--- config.mk ---
export PLATFORM = sky130hd
export DESIGN_NAME = arf_ctrl_seq
export DESIGN_NICKNAME = d
export VERILOG_FILES = /design/src/rtl/arf_ctrl_seq.sv
export SDC_FILE = /design/constraint.sdc
export NUM_CORES = 1
export LEC_CHECK = 0
export ABC_AREA = 1
export CAP_MARGIN = 10
export CELL_PAD_IN_SITES_DETAIL_PLACEMENT = 0
export CELL_PAD_IN_SITES_GLOBAL_PLACEMENT = 2
export CORE_ASPECT_RATIO = 0.5
export CORE_UTILIZATION = 20
export CTS_CLUSTER_DIAMETER = 80
export CTS_CLUSTER_SIZE = 8
export DETAILED_ROUTE_END_ITERATION = 6
export PLACE_DENSITY_LB_ADDON = 0.08
export REMOVE_ABC_BUFFERS = 1
export SLEW_MARGIN = 5
export SYNTH_ARGS = -nofsm -noshare
export SYNTH_HDL_FRONTEND = slang
export SYNTH_SLANG_ARGS = --single-unit
--- constraint.sdc ---
create_clock -name clk -period 1.1 [get_ports clk]
set_input_delay 0.165 -clock clk [delete_from_list [all_inputs] [get_ports clk]]
set_output_delay 0.165 -clock clk [all_outputs]
set_load 0.01 [all_outputs]
--- src/rtl/arf_ctrl_seq.sv ---
// Command sequencer for the 8-bit address register file: drives ARF selects and memory strobes.
// Optional stack depth guard enabled with `define ARF_STACK_GUARD_EN.
module arf_ctrl_seq #(
    parameter int unsigned      WIDTH       = 8,
    parameter logic [WIDTH-1:0] STACK_TOP   = 8'hFF,
    parameter int unsigned      STACK_DEPTH = 16
) (
    input  logic             clk,
    input  logic             rst,
    input  logic             cmd_valid,
    output logic             cmd_ready,
    input  logic [1:0]       cmd_op,
    input  logic [WIDTH-1:0] cmd_data,
    output logic             done,
    output logic             err,
    output logic [WIDTH-1:0] arf_i,
    output logic [1:0]       arf_fun_sel,
    output logic [3:0]       arf_rsel,
    output logic [1:0]       arf_out_a_sel,
    output logic [1:0]       arf_out_b_sel,
    output logic             mem_rd,
    output logic             mem_wr
);

    localparam logic [1:0] OpFetch = 2'b00;
    localparam logic [1:0] OpJump  = 2'b01;
    localparam logic [1:0] OpPush  = 2'b10;
    localparam logic [1:0] OpPop   = 2'b11;

    localparam logic [1:0] FunClr = 2'b00;
    localparam logic [1:0] FunLd  = 2'b01;
    localparam logic [1:0] FunDec = 2'b10;
    localparam logic [1:0] FunInc = 2'b11;

    localparam logic [1:0] SelAr = 2'b00;
    localparam logic [1:0] SelSp = 2'b01;
    localparam logic [1:0] SelPc = 2'b11;

    typedef enum logic [3:0] {
        StInitClr,
        StInitSp,
        StIdle,
        StFAddr,
        StFInc,
        StJLoad,
        StPuAddr,
        StPuDec,
        StPoInc,
        StPoAddr,
        StGErr
    } state_e;

    state_e           state_q, state_d;
    logic [WIDTH-1:0] target_q;
    logic             accept;
    logic             stack_full;
    logic             stack_empty;

    if (STACK_DEPTH == 0) begin : g_bad_depth
        $error("arf_ctrl_seq: STACK_DEPTH must be nonzero");
    end

    assign accept = cmd_valid && (state_q == StIdle);

`ifdef ARF_STACK_GUARD_EN
    localparam int unsigned DepthW = $clog2(STACK_DEPTH + 1);

    logic [DepthW-1:0] depth_q;

    assign stack_full  = (depth_q == DepthW'(STACK_DEPTH));
    assign stack_empty = (depth_q == '0);

    always_ff @(posedge clk) begin
        if (rst) begin
            depth_q <= '0;
        end else if (state_q == StPuDec) begin
            depth_q <= depth_q + DepthW'(1);
        end else if (state_q == StPoInc) begin
            depth_q <= depth_q - DepthW'(1);
        end
    end
`else
    assign stack_full  = 1'b0;
    assign stack_empty = 1'b0;
`endif

    always_ff @(posedge clk) begin
        if (rst) begin
            state_q  <= StInitClr;
            target_q <= '0;
        end else begin
            state_q <= state_d;
            if (accept) begin
                target_q <= cmd_data;
            end
        end
    end

    always_comb begin
        state_d = state_q;
        case (state_q)
            StInitClr: state_d = StInitSp;
            StInitSp:  state_d = StIdle;
            StIdle: begin
                if (cmd_valid) begin
                    case (cmd_op)
                        OpFetch: state_d = StFAddr;
                        OpJump:  state_d = StJLoad;
                        OpPush:  state_d = stack_full  ? StGErr : StPuAddr;
                        OpPop:   state_d = stack_empty ? StGErr : StPoInc;
                        default: state_d = StIdle;
                    endcase
                end
            end
            StFAddr:  state_d = StFInc;
            StPuAddr: state_d = StPuDec;
            StPoInc:  state_d = StPoAddr;
            StFInc, StJLoad, StPuDec, StPoAddr, StGErr: state_d = StIdle;
            default:  state_d = StInitClr;
        endcase
    end

    // Moore decode: outputs depend only on state_q and target_q.
    always_comb begin
        cmd_ready     = 1'b0;
        done          = 1'b0;
        err           = 1'b0;
        arf_i         = '0;
        arf_fun_sel   = FunClr;
        arf_rsel      = 4'b0000;
        arf_out_a_sel = SelPc;
        arf_out_b_sel = SelAr;
        mem_rd        = 1'b0;
        mem_wr        = 1'b0;
        case (state_q)
            StInitClr: begin
                arf_rsel    = 4'b1111;
                arf_fun_sel = FunClr;
            end
            StInitSp: begin
                arf_i       = STACK_TOP;
                arf_fun_sel = FunLd;
                arf_rsel    = 4'b0010;
            end
            StIdle: cmd_ready = 1'b1;
            StFAddr: begin
                arf_out_b_sel = SelPc;
                mem_rd        = 1'b1;
            end
            StFInc: begin
                arf_fun_sel = FunInc;
                arf_rsel    = 4'b1000;
                done        = 1'b1;
            end
            StJLoad: begin
                arf_i       = target_q;
                arf_fun_sel = FunLd;
                arf_rsel    = 4'b1000;
                done        = 1'b1;
            end
            StPuAddr: begin
                arf_out_b_sel = SelSp;
                mem_wr        = 1'b1;
            end
            StPuDec: begin
                arf_fun_sel = FunDec;
                arf_rsel    = 4'b0010;
                done        = 1'b1;
            end
            StPoInc: begin
                arf_fun_sel = FunInc;
                arf_rsel    = 4'b0010;
            end
            StPoAddr: begin
                arf_out_b_sel = SelSp;
                mem_rd        = 1'b1;
                done          = 1'b1;
            end
            StGErr: begin
                done = 1'b1;
`ifdef ARF_STACK_GUARD_EN
                err  = 1'b1;
`endif
            end
            default: ;
        endcase
    end

endmodule

### Met1 routing

Supply wires on this layer in grey.
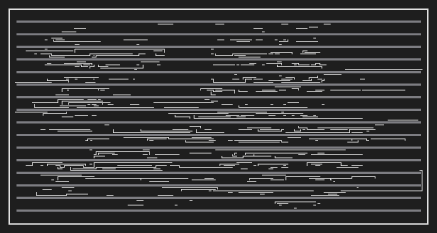
wire length on this layer: 1350 µm
nets with wire on the layer: 172
longest straight run: 36.3 µm
main direction: horizontal
met1 GRT Util: 17.4%
DR vias: 991
Detailed Route WL: 2770 µm

### Met2 routing

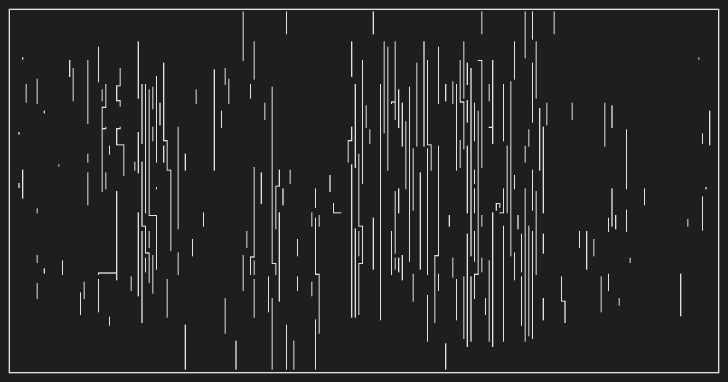
wire length on this layer: 1300 µm
longest straight run: 29.9 µm
nets with wire on the layer: 176
share of all routed wire: 47%
main direction: vertical
GR Layer Usage met2: 23.5%

### Signal wires on met3

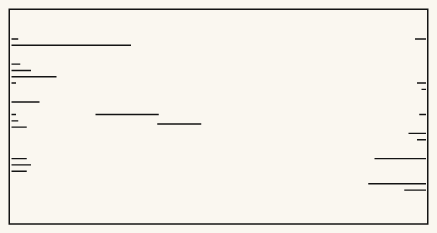
main direction: horizontal
nets with wire on the layer: 23
wire length on this layer: 123 µm
longest straight run: 25.5 µm
share of all routed wire: 4.4%
M3 GR Usage: 4.50%

==> out/metrics.yaml <==
status: "finished with violations"
violations: "negative setup slack"
final-nonclk-buf-share_pct: 34.2
holdWs_ns: 0.423
synth.top_cell.area_share_pct: 31.0
inv_count: 21
p_int_mw: 2.25
worstPathArrival_ns: 1.23
r2r_setup_slack_ns: -0.28
async_reset_ff_share_pct: 0
fin_crit_ns: 1.39
cts_tree: "done"
cp.required_ns: 0.94
rsz0062_at_grt: "yes"
drtIter0Drc: 31
totalPowerFinal_mw: 3.93
hpwl_um: 1770
cp-start-kind: "flip-flop"
area_leaders: "dfxtp_1 31%, a21oi_1 14%, nand2_1 12%"
grt_first_pass_wirelength_um: 4300
buffers: 68
r2r-end: "state_q[2]"
synth_cells: 120
routabilityCongestion: 0.766
seqPwrFrac_pct: 16.7
ys_types: 18
drtPass1Iterations: 3
fp_util_pct: 21.8
ff_type: "dfxtp_1"
synthAdderAreaFrac_pct: 6.45
route.met3.wl_um: 123
seq_area_um2: 253
synth-xor-area-share_pct: 0
clock_skew_ns: 0.00313
clkSlewWorstSetupHoldPaths_ns: 0.05
wire_per_inst_um: 11.6
synthTopCellsByCount: "24 x nand2_1, 22 x a21oi_1, 20 x inv_1"
num_io_pins: 36
comb_area_share_pct: 38.6
syn_area_um2: 776
setup_viol: 32
end_kind: "primary output"
setup_ws_ns: -0.290
layout_top_cells: "25 x buf_4, 17 x buf_6, 14 x buf_2"
maxCapViolations: 0
cp-endpoint: "done"
flops: 12
cts_buffers: 3
area_delta_synth_final_pct: 116
power_leader: "combinational cells"
grt_overflow_total: 0
r2r_cells: 9
combinationalPower_mw: 2.79
critPathMaxFanout: 3
swShare_pct: 42.7
cts_setup_buffers: 5
final_common_cell: "buf_4"
diodes: 0
yosysSeqAreaShare_pct: 31.0
r2r_start: "state_q[3]"
dieArea_um2: 4150
compound_area_share_pct: 21.8
final_util_pct: 46.9
mux_share_pct: 0
min_to: "state_q[3]"
slew_violations: 0
[sequential cells by signal, indices dropped and copies added (netlist names)]
| signal | count |
|---|---|
| state_q | 4 |
| target_q | 8 |
[layer usage]
metal / GRT usage [%] / vias up
met5: 0 / -
met4: 2.90 / 0
met3: 4.50 / 0
met2: 23.5 / 26
met1: 17.4 / 460
li1: - / 505
[logic make-up (layout without fill, tap and decap cells)]
logic type               after synthesis  in the layout
flip-flops                            12             12
buffers and inverters                 27             93
other                                  2              3
adder cells (fa/ha/maj)                4              4
AND/OR/NAND/NOR                       42             43
AND-OR/OR-AND                         33             33
[critical path, stage by stage, from the launching register on]
cell	delay [ns]
dfxtp_4	0.38
inv_4	0.06
nor2_4	0.14
buf_6	0.13
nand2_2	0.05
nand2_2	0.07
nor2_4	0.04
inv_2	0.04
buf_6	0.09
